### src/rtl/piso_pkg.sv
// Shared types and constants for the parallel-in/serial-out serializer.
// Optional parity cycle is enabled with the PARITY_EN macro.
package piso_pkg;

    typedef enum logic [1:0] {
        IDLE  = 2'b00,
        SHIFT = 2'b01,
        PAR   = 2'b10
    } piso_state_e;

    localparam int WIDTH_DEF = 4;
    localparam int CNT_W     = $clog2(WIDTH_DEF) + 1;

    localparam logic RST_X_OUT      = 1'b0;
    localparam logic RST_X_VALID    = 1'b0;
    localparam logic RST_DONE       = 1'b0;
    localparam logic RST_LOAD_READY = 1'b1;

    // Counter width for an arbitrary word width.
    function automatic int cnt_w(input int w);
        return $clog2(w) + 1;
    endfunction

endpackage

### src/rtl/piso_bit_counter.sv
// Bit-position counter for one frame; flags the last data bit at WIDTH-1.
module piso_bit_counter
    import piso_pkg::*;
#(
    parameter int WIDTH = 4,
    parameter int CW    = cnt_w(WIDTH)
) (
    input  logic          clk,
    input  logic          reset,
    input  logic          clear,
    input  logic          en,
    output logic [CW-1:0] cnt,
    output logic          last
);

    always_ff @(posedge clk or posedge reset) begin
        if (reset)      cnt <= '0;
        else if (clear) cnt <= '0;
        else if (en)    cnt <= cnt + CW'(1);
    end

    assign last = (cnt == CW'(WIDTH - 1));

endmodule

### src/rtl/piso_serializer.sv
// Valid/ready word in, one bit per clk out, done flag on the final frame cycle.
// Define PARITY_EN to append an even-parity bit after each word.
module piso_serializer
    import piso_pkg::*;
#(
    parameter int WIDTH     = 4,
    parameter int MSB_FIRST = 1
) (
    input  logic             clk,
    input  logic             reset,
    input  logic             load_valid,
    input  logic [WIDTH-1:0] load_data,
    output logic             load_ready,
    output logic             x_out,
    output logic             x_valid,
    output logic             done
);

    localparam int CW = cnt_w(WIDTH);

    piso_state_e      state, nxt;
    logic [WIDTH-1:0] shreg;
    logic [CW-1:0]    cnt;
    logic             last;
    logic             accept;

    assign accept = load_valid && load_ready;

    // Counter runs only inside SHIFT; any other situation parks it at zero.
    piso_bit_counter #(.WIDTH(WIDTH), .CW(CW)) u_cnt (
        .clk   (clk),
        .reset (reset),
        .clear (accept || (state != SHIFT) || last),
        .en    (state == SHIFT),
        .cnt   (cnt),
        .last  (last)
    );

    always_ff @(posedge clk or posedge reset) begin
        if (reset) state <= IDLE;
        else       state <= nxt;
    end

    always_comb begin
        nxt = state;
        case (state)
            IDLE:  if (accept) nxt = SHIFT;
            SHIFT: if (last) begin
`ifdef PARITY_EN
                nxt = PAR;
`else
                nxt = accept ? SHIFT : IDLE;
`endif
            end
`ifdef PARITY_EN
            PAR:   nxt = accept ? SHIFT : IDLE;
`endif
            default: nxt = IDLE;
        endcase
    end

    always_ff @(posedge clk or posedge reset) begin
        if (reset)                shreg <= '0;
        else if (accept)          shreg <= load_data;
        else if (state == SHIFT)  shreg <= (MSB_FIRST != 0) ? {shreg[WIDTH-2:0], 1'b0}
                                                            : {1'b0, shreg[WIDTH-1:1]};
    end

`ifdef PARITY_EN
    logic par_q;
    always_ff @(posedge clk or posedge reset) begin
        if (reset)       par_q <= 1'b0;
        else if (accept) par_q <= ^load_data;
    end
`endif

    always_comb begin
        x_out      = RST_X_OUT;
        x_valid    = RST_X_VALID;
        done       = RST_DONE;
        load_ready = RST_LOAD_READY;
        case (state)
            SHIFT: begin
                x_out   = (MSB_FIRST != 0) ? shreg[WIDTH-1] : shreg[0];
                x_valid = 1'b1;
`ifdef PARITY_EN
                load_ready = 1'b0;
`else
                done       = last;
                load_ready = last;
`endif
            end
`ifdef PARITY_EN
            PAR: begin
                x_out   = par_q;
                x_valid = 1'b1;
                done    = 1'b1;
            end
`endif
            default: ;
        endcase
    end

endmodule

### config.mk
export PLATFORM = sky130hd
export DESIGN_NAME = piso_serializer
export DESIGN_NICKNAME = d
export VERILOG_FILES = /design/src/rtl/piso_pkg.sv /design/src/rtl/piso_bit_counter.sv /design/src/rtl/piso_serializer.sv
export SDC_FILE = /design/constraint.sdc
export NUM_CORES = 1
export LEC_CHECK = 0
export CAP_MARGIN = 20
export CORE_AREA = 3 3 40 42
export CTS_BUF_LIST = sky130_fd_sc_hd__clkbuf_4 sky130_fd_sc_hd__clkbuf_8
export CTS_CLUSTER_SIZE = 20
export DETAILED_ROUTE_END_ITERATION = 6
export DIE_AREA = 0 0 43 45
export SLEW_MARGIN = 20
export SYNTH_ARGS = -nofsm -noshare
export SYNTH_HDL_FRONTEND = slang
export SYNTH_SLANG_ARGS = --single-unit
### constraint.sdc
create_clock -name clk -period 1.6 [get_ports clk]
set_input_delay 0.4 -clock clk [delete_from_list [all_inputs] [get_ports clk]]
set_output_delay 0.4 -clock clk [all_outputs]
set_load 0.01 [all_outputs]
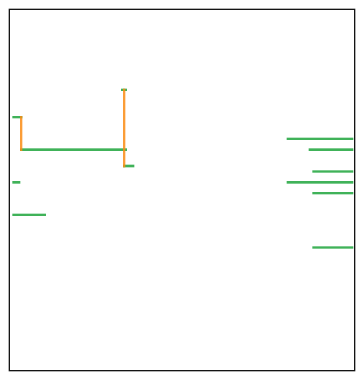
**Above:** signal wires by layer.
(8 px per um) Two of the layers only.
legend:
  orange:
    layer: metal 4
    wire_length: 13.6 um
  green:
    layer: metal 3
    wire_length: 55.9 um
total detailed-routing wirelength: 683 um
global-route usage over all layers: 7.82%

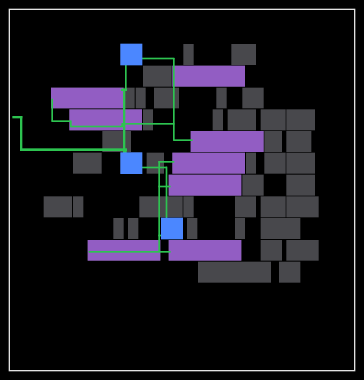
**Above:** clock distribution.
(8 px per um)
legend:
  blue:
    item: clock drivers
    count: 3
  purple:
    item: flip-flops
    count: 8
  green:
    item: clock wires
    length: 108 um
routed clock nets: 4

==> results.ini <==
[finish]
multiInputGateArea_um2 = 156
sequential_cell_total = 8
syn2layout_area_growth_pct = 54.8
inverters_excl_clock = 3
n_multi_input_combinational_cell = 21
final_std_cells_w_o_fill = 65
clock_buffer_count = 3
final_design_area_no_fill_um2 = 548
dominant_cells = registers
nets_final = 61
final.signal_buffer_count = 15
drive_gt1_share_pct = 28.0
layout.filler_cells = 134
portion_of_the_layout_cell_area_used_by_non_clock_buffers_pct = 25.3
final_util_pct = 42.6
antenna-diode-count = 0
clock_area_share_pct = 4.11

[global_routing]
first_global_vias = 261
grt_overflow = 0
antenna_found_initial = 0

[final_timing]
max_slew.worst_pin.slew_ps = 295
period_needed_ps = 1640
timing.slew.headroom_pct = 80.2
min_period_over_period_pct = 102
final-setup-viol-count = 2
grt_setup_unrepaired = yes
post_route_skew_ps = 4.17
timing.final.ws_setup_ps = -39.7

[clocking]
number_of_h_tree_levels = 1
tritoncts.num_buffers = 3
cts_hold_repair.buffers = 0
cts_tree = built
cts.clk_slew.worst_paths_ps = 50
post_cts_setup_driven_buffer_insertion_count = 1
cts.sinks = 8
post_cts.resized_instances = 14

[worst_setup_path]
timing.critical_path.from = u_cnt.cnt[0]
cp_endpoint = load_ready
crit_required_ps = 1200
critical_path_cell_count = 4
worst_r2r_endpoint = shreg[0]
setup.reg_to_reg.worst_slack_ps = 80
critical_path.startpoint_type = flop
path_max_fanout = 3
r2r-start = u_cnt.cnt[0]
worst-setup-path-type = flop to output port
crit_family = flip-flops
crit_path_end_kind = output port

[run_status]
status = finished with violations
violations = setup timing

[yosys]
post_synth_main_logic_family = simple AND/OR/NAND/NOR gates
syn_inst = 33
synth_area_per_cell_um2 = 10.7
yosys-stat-cells = 33
cell_taking_the_most_area_after_synthesis = sky130_fd_sc_hd__dfrtp_1
synthMostInstantiatedCell = sky130_fd_sc_hd__dfrtp_1
synthTopCellsByCount = sky130_fd_sc_hd__dfrtp_1, sky130_fd_sc_hd__nand2_1, sky130_fd_sc_hd__nor2_1, sky130_fd_sc_hd__a32oi_1, sky130_fd_sc_hd__inv_1
netlist_top_cells_area = sky130_fd_sc_hd__dfrtp_1, sky130_fd_sc_hd__a32oi_1, sky130_fd_sc_hd__ha_1
yosys.stat.chipArea_um2 = 354
synth_simple_gate_area_share_pct = 17.7
synth-compound-area-share_pct = 12.4
synth_async_sr_flop_share_pct = 100
number_of_warnings_issued_by_yosys = 0
ys.flop_type = sky130_fd_sc_hd__dfrtp_1

[placement]
dpl.hpwl_um = 487
io_buffer_count = 10

[floorplan]
chip_area_um2 = 1940
n_taps = 15
core_area_um2 = 1280
boundaryPins = 11
placement_rows = 13

[drt]
first_pass_iters = 2
detail_route.wl_per_cell_um = 10.5
final_routed_drc_violation_total = 0
route.detailed.vias_per_inst = 4.48

[power_and_ir_drop]
power.static_leakage_nw = 0.266

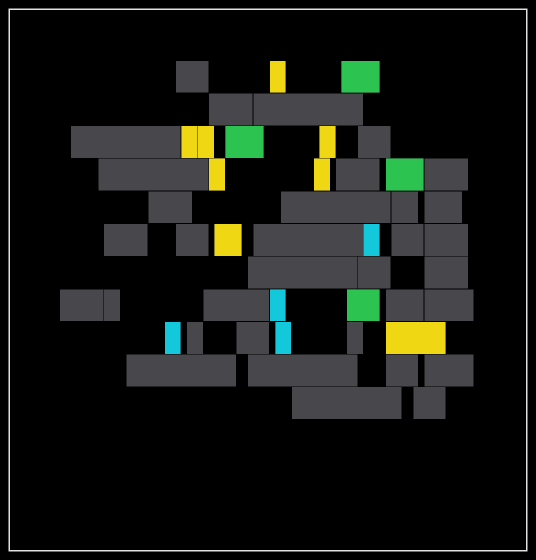
**Above:** gate families picked out.
(12 px per um)
legend:
  green:
    family: aoi and oai cells
    cells: 4
  cyan:
    family: nor cells
    cells: 4
    where: center
  yellow:
    family: nand cells
    cells: 8

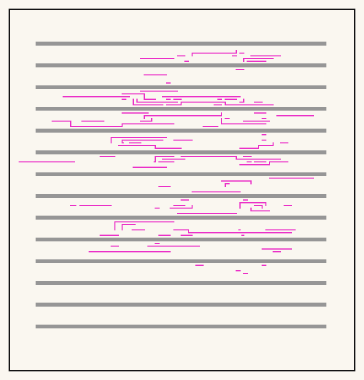
**Above:** met1 routing.
(8 px per um) Supply wires on this layer in gray.
longest straight run: 12.9 um
share of all routed wire: 46%
met1 routing resource usage after global routing: 9.41%
via count of the routed design: 291

## sequential cells by signal, indices dropped and copies added, names as in the netlist
name and count:
shreg 4, u_cnt.cnt 3, state 1
## per-layer routing
metal | share of wire (%) | GRT usage, % | vias to the layer above
li1 | - | - | 146
met4 | 1.9 | 7.23 | 0
met2 | 43 | 11.1 | 11
met5 | 0 | 0 | -
met3 | 8.1 | 2.39 | 4
met1 | 46 | 9.41 | 130
## power breakdown
| part | internal (mW) | total, mW | switching [mW] |
|---|---|---|---|
| logic | 0.256 | 0.456 | 0.200 |
| registers | 0.283 | 0.318 | 0.0344 |
| clock network | 0.0855 | 0.149 | 0.0638 |
| total | 0.624 | 0.923 | 0.298 |
## cell usage in the layout (no fill, tap or decap)
cell type                         Yosys  final
sky130_fd_sc_hd__a21boi_0             1      1
sky130_fd_sc_hd__a32o_1               1      1
sky130_fd_sc_hd__a32oi_1              3      3
sky130_fd_sc_hd__and2_1               2      1
sky130_fd_sc_hd__and2_4               0      1
sky130_fd_sc_hd__buf_4                0      5
sky130_fd_sc_hd__buf_6                1      2
sky130_fd_sc_hd__clkbuf_4             0      3
sky130_fd_sc_hd__clkdlybuf4s50_1      0      7
sky130_fd_sc_hd__dfrtp_1              8      8
sky130_fd_sc_hd__dlygate4sd2_1        0      1
sky130_fd_sc_hd__ha_2                 0      1
sky130_fd_sc_hd__ha_4                 0      1
sky130_fd_sc_hd__inv_1                3      3
sky130_fd_sc_hd__nand2_1              6      6
sky130_fd_sc_hd__nand2b_1             2      1
sky130_fd_sc_hd__nand2b_4             0      1
sky130_fd_sc_hd__nor2_1               4      4
## per-stage QoR
stage / setup TNS, ps / hold slack [ps]
floorplan: 0 / 216
global placement: -303 / 418
detailed placement: -340 / 432
CTS: -57.2 / 392
global route: -188 / 427
finish: -67.9 / 386
Power and IR drop assume default switching activity.
